`config.mk`:
```
export PLATFORM = sky130hd
export DESIGN_NAME = trap_controller
export DESIGN_NICKNAME = d
export VERILOG_FILES = /design/src/rtl/trap_controller.sv
export SDC_FILE = /design/constraint.sdc
export NUM_CORES = 1
export LEC_CHECK = 0
export ABC_AREA = 1
export CAP_MARGIN = 20
export CORE_AREA = 2 2 134 136
export CTS_BUF_LIST = sky130_fd_sc_hd__clkbuf_16
export CTS_CLUSTER_SIZE = 25
export DETAILED_ROUTE_END_ITERATION = 16
export DIE_AREA = 0 0 136 138
export PLACE_DENSITY = 0.7
export SLEW_MARGIN = 10
export SYNTH_ARGS = -nofsm -noshare
export SYNTH_HDL_FRONTEND = slang
export SYNTH_SLANG_ARGS = --single-unit
```
`constraint.sdc`:
```
create_clock -name clk -period 7.5 [get_ports clk]
set_input_delay 1.5 -clock clk [delete_from_list [all_inputs] [get_ports clk]]
set_output_delay 1.5 -clock clk [all_outputs]
set_load 0.03 [all_outputs]
```
`src/rtl/trap_controller.sv`:
```
// trap_controller: sequences M-mode trap entry and MRET return.
// Samples the WB slot, synchronises and prioritises interrupt lines,
// arbitrates exception > interrupt > MRET, pulses the CSR file, then
// flushes the pipeline and redirects fetch.
// Ports:
//   clk, rst                 clock, async active-high reset
//   wb_*                     writeback slot (valid, pc, exception, mret, priv)
//   irq_ext/sw/timer         asynchronous level interrupt lines
//   mstatus/mie/mtvec/mepc   current CSR values
//   mem_stall                data-side stall; trap waits in DRAIN
//   exception_commit/mret_commit + exception_*/trap_priv  CSR file update
//   wb_kill                  combinational; suppress WB commit this cycle
//   trap_busy, flush, redirect_valid, redirect_pc  pipeline control
module trap_controller #(
  parameter int unsigned DATA_WIDTH  = 32,
  parameter int unsigned SYNC_STAGES = 2
) (
  input  logic                  clk,
  input  logic                  rst,
  input  logic                  wb_valid,
  input  logic [DATA_WIDTH-1:0] wb_pc,
  input  logic                  wb_exc,
  input  logic [3:0]            wb_exc_code,
  input  logic [DATA_WIDTH-1:0] wb_tval,
  input  logic                  wb_is_mret,
  input  logic [1:0]            wb_priv,
  input  logic                  irq_ext,
  input  logic                  irq_sw,
  input  logic                  irq_timer,
  input  logic [DATA_WIDTH-1:0] mstatus_in,
  input  logic [DATA_WIDTH-1:0] mie_in,
  input  logic [DATA_WIDTH-1:0] mtvec_in,
  input  logic [DATA_WIDTH-1:0] mepc_in,
  input  logic                  mem_stall,
  output logic                  exception_commit,
  output logic                  mret_commit,
  output logic [DATA_WIDTH-1:0] exception_pc,
  output logic [DATA_WIDTH-1:0] exception_cause,
  output logic [DATA_WIDTH-1:0] exception_tval,
  output logic [1:0]            trap_priv,
  output logic                  wb_kill,
  output logic                  trap_busy,
  output logic                  flush,
  output logic                  redirect_valid,
  output logic [DATA_WIDTH-1:0] redirect_pc
);

  localparam int unsigned CODE_W = 4;
  localparam logic [CODE_W-1:0] CODE_EXT   = 4'd11;
  localparam logic [CODE_W-1:0] CODE_SW    = 4'd3;
  localparam logic [CODE_W-1:0] CODE_TIMER = 4'd7;

  typedef enum logic [1:0] {
    IDLE     = 2'd0,
    DRAIN    = 2'd1,
    COMMIT   = 2'd2,
    REDIRECT = 2'd3
  } state_t;

  state_t state;
  state_t next_state;

  logic [SYNC_STAGES-1:0] sync_ext;
  logic [SYNC_STAGES-1:0] sync_sw;
  logic [SYNC_STAGES-1:0] sync_timer;

  logic              pend_ext;
  logic              pend_sw;
  logic              pend_timer;
  logic              irq_any;
  logic [CODE_W-1:0] irq_code;
  logic              accept_trap;
  logic              accept_ret;

  logic [DATA_WIDTH-1:0] cause_q;
  logic [DATA_WIDTH-1:0] pc_q;
  logic [DATA_WIDTH-1:0] tval_q;
  logic [1:0]            priv_q;
  logic                  is_ret_q;
  logic                  is_irq_q;
  logic [CODE_W-1:0]     code_q;

  logic [DATA_WIDTH-1:0] irq_cause;
  logic [DATA_WIDTH-1:0] tvec_base;
  logic [DATA_WIDTH-1:0] epc_base;

  // Only MIE, the three mie enables and the upper mepc bits matter here.
  logic unused_bits;
  assign unused_bits = ^{mstatus_in, mie_in, mepc_in[1:0]};

  // Interrupt line synchronisers; the MSB flop is the usable level.
  always_ff @(posedge clk or posedge rst) begin
    if (rst) begin
      sync_ext   <= '0;
      sync_sw    <= '0;
      sync_timer <= '0;
    end else begin
      sync_ext   <= {sync_ext[SYNC_STAGES-2:0], irq_ext};
      sync_sw    <= {sync_sw[SYNC_STAGES-2:0], irq_sw};
      sync_timer <= {sync_timer[SYNC_STAGES-2:0], irq_timer};
    end
  end

  // Pending interrupts and fixed priority ext > sw > timer.
  always_comb begin
    pend_ext   = sync_ext[SYNC_STAGES-1]   & mie_in[11] & mstatus_in[3];
    pend_sw    = sync_sw[SYNC_STAGES-1]    & mie_in[3]  & mstatus_in[3];
    pend_timer = sync_timer[SYNC_STAGES-1] & mie_in[7]  & mstatus_in[3];
    irq_any    = pend_ext | pend_sw | pend_timer;
    irq_code   = '0;
    if (pend_ext) begin
      irq_code = CODE_EXT;
    end else if (pend_sw) begin
      irq_code = CODE_SW;
    end else if (pend_timer) begin
      irq_code = CODE_TIMER;
    end
    irq_cause                 = DATA_WIDTH'(irq_code);
    irq_cause[DATA_WIDTH-1]   = 1'b1;
    accept_trap = (state == IDLE) & wb_valid & (wb_exc | irq_any);
    accept_ret  = (state == IDLE) & wb_valid & ~wb_exc & ~irq_any & wb_is_mret;
  end

  // State register.
  always_ff @(posedge clk or posedge rst) begin
    if (rst) begin
      state <= IDLE;
    end else begin
      state <= next_state;
    end
  end

  // Next-state logic.
  always_comb begin
    next_state = state;
    case (state)
      IDLE: begin
        if (accept_trap | accept_ret) begin
          next_state = mem_stall ? DRAIN : COMMIT;
        end
      end
      DRAIN: begin
        if (!mem_stall) begin
          next_state = COMMIT;
        end
      end
      COMMIT:   next_state = REDIRECT;
      REDIRECT: next_state = IDLE;
      default:  next_state = IDLE;
    endcase
  end

  // Trap record captured on accept; an MRET only updates the kind.
  always_ff @(posedge clk or posedge rst) begin
    if (rst) begin
      cause_q  <= '0;
      pc_q     <= '0;
      tval_q   <= '0;
      priv_q   <= '0;
      is_ret_q <= 1'b0;
      is_irq_q <= 1'b0;
      code_q   <= '0;
    end else if (accept_trap) begin
      cause_q  <= wb_exc ? DATA_WIDTH'(wb_exc_code) : irq_cause;
      pc_q     <= wb_pc;
      tval_q   <= wb_exc ? wb_tval : '0;
      priv_q   <= wb_priv;
      is_ret_q <= 1'b0;
      is_irq_q <= ~wb_exc;
      code_q   <= irq_code;
    end else if (accept_ret) begin
      is_ret_q <= 1'b1;
    end
  end

  // Outputs. mtvec/mepc are read live in REDIRECT so the commit's
  // CSR update is already visible.
  always_comb begin
    tvec_base        = {mtvec_in[DATA_WIDTH-1:2], 2'b00};
    epc_base         = {mepc_in[DATA_WIDTH-1:2], 2'b00};
    exception_commit = 1'b0;
    mret_commit      = 1'b0;
    flush            = 1'b0;
    redirect_valid   = 1'b0;
    redirect_pc      = '0;
    exception_pc     = pc_q;
    exception_cause  = cause_q;
    exception_tval   = tval_q;
    trap_priv        = priv_q;
    trap_busy        = (state != IDLE);
    wb_kill          = (state == IDLE) & wb_valid & (wb_exc | irq_any);
    case (state)
      COMMIT: begin
        exception_commit = ~is_ret_q;
        mret_commit      = is_ret_q;
      end
      REDIRECT: begin
        flush          = 1'b1;
        redirect_valid = 1'b1;
        if (is_ret_q) begin
          redirect_pc = epc_base;
        end else if (is_irq_q && (mtvec_in[1:0] == 2'b01)) begin
          redirect_pc = tvec_base + (DATA_WIDTH'(code_q) << 2);
        end else begin
          redirect_pc = tvec_base;
        end
      end
      default: ;
    endcase
  end

endmodule

```
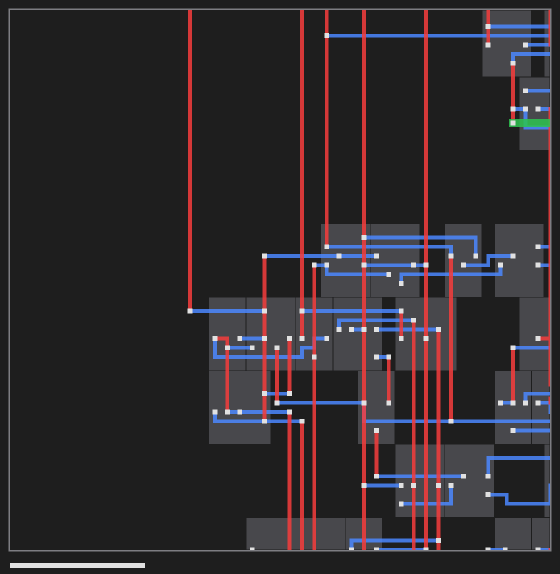
detail.png
Bar = 5 um. Window x 92 to 112, y 94 to 114 um. Cells in gray, sequential cells in the stronger gray; small squares are vias.
metal 3: shown in green. metal 2: shown in red. metal 1: shown in blue.
Most frequent: nand2_1 (5), o21ai_0 (4), nor3_1 (3). 16 logic cells have their middle in the window. Sequential cells in the window: 0.

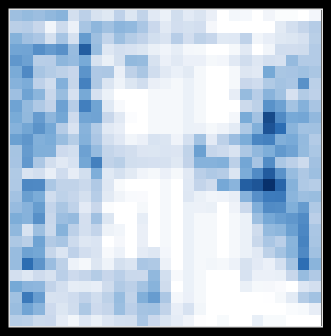
metal_density.png
27 x 28 tiles, from white (low) to dark blue (high), scaled to the fullest tile. Values are wire area over tile area, all layers added.
12% of the tiles are nearly empty. The fullest tile reaches 0.61. The mean over all tiles is 0.15.
Routed WL per cell: 14.6 um
All-Layer GR Usage: 17.4%

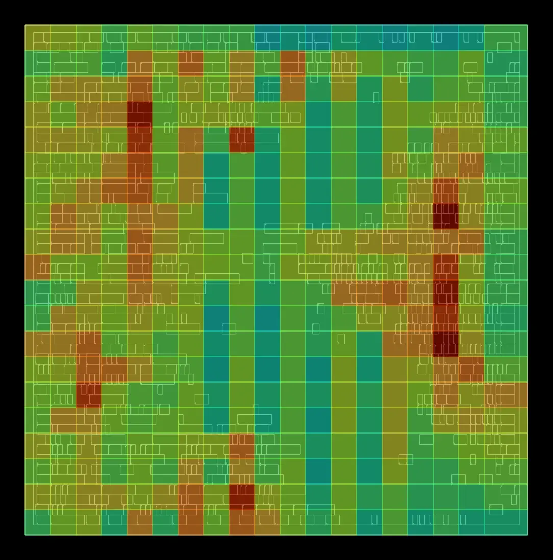
congestion.png
met2 usage in global routing: 28.9%
utilization after layout: 44.7%
M1 GR Usage: 20.3%
gr busiest metal: met2
grt met3 use: 6.23%

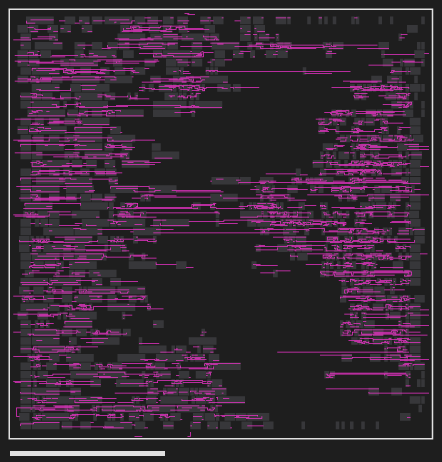
layer_met1.png
Bar = 50 um.
The longest straight run is 43.7 um. The layer holds 40% of the routed length. 870 nets have wire on it. The layer carries 6,530 um of wire. The wires run mostly horizontal.
Vias: 4,992
DRT Wirelength: 16.5 mm

==> Changelog: implementation <==
### Changed

* WL met1 at ~6.5 mm
* WP data arrival at 4.28 ns
* Reg2Reg Setup Slack at just over 5 ns
* Metal2 WL at 7.44 mm
* Ys async rst share at 100%
* WP buf/inv at 4
* CP Data Required Time at 6.00 ns
* Top layer in use: met4
* CTS Buf Count at 9
* Adder-Cell Fraction of Synth Area at around 2.7%
* Sequential portion of the cell area at 26.5%
* # hold bufs at CTS at 0
* Post-layout min period at 5.78 ns
* Post-synth EDFFs at 0
* Htree depth at 3
* P_comb at 1.64 mW
* Initial Util at around 28%
* Switching Share at 45.1%
* Hold WC Path Type: reg2reg
* P_leak at approximately 3.8 nW
* Worst setup endpoint: redirect_pc[22]
* Data buffer area share at about a third
* Mux share at 0%
* Final clock-cell share at approximately 3.8%
* Synthesized instance count at roughly 650
* CP Launch Type: primary input
* Max transition margin at 38.6%
* P_seq at between 0.7 and 0.8 mW
* Drt drc at 0
* Area-dominant class: buffers
* Top power group: combinational cells
* Total grt overflow at 0
* Status: finished clean
* Clock slew at reported path FFs at 0.06 ns
* Placed cell area at 0.00751 mm^2
* Tapcells at 229
* Setup Viol. Count Final at 0
* Total Power at 2.84 mW
* Hold Crit Depth at 0
Power figures rest on the tool's default switching activity, not on a simulated workload.
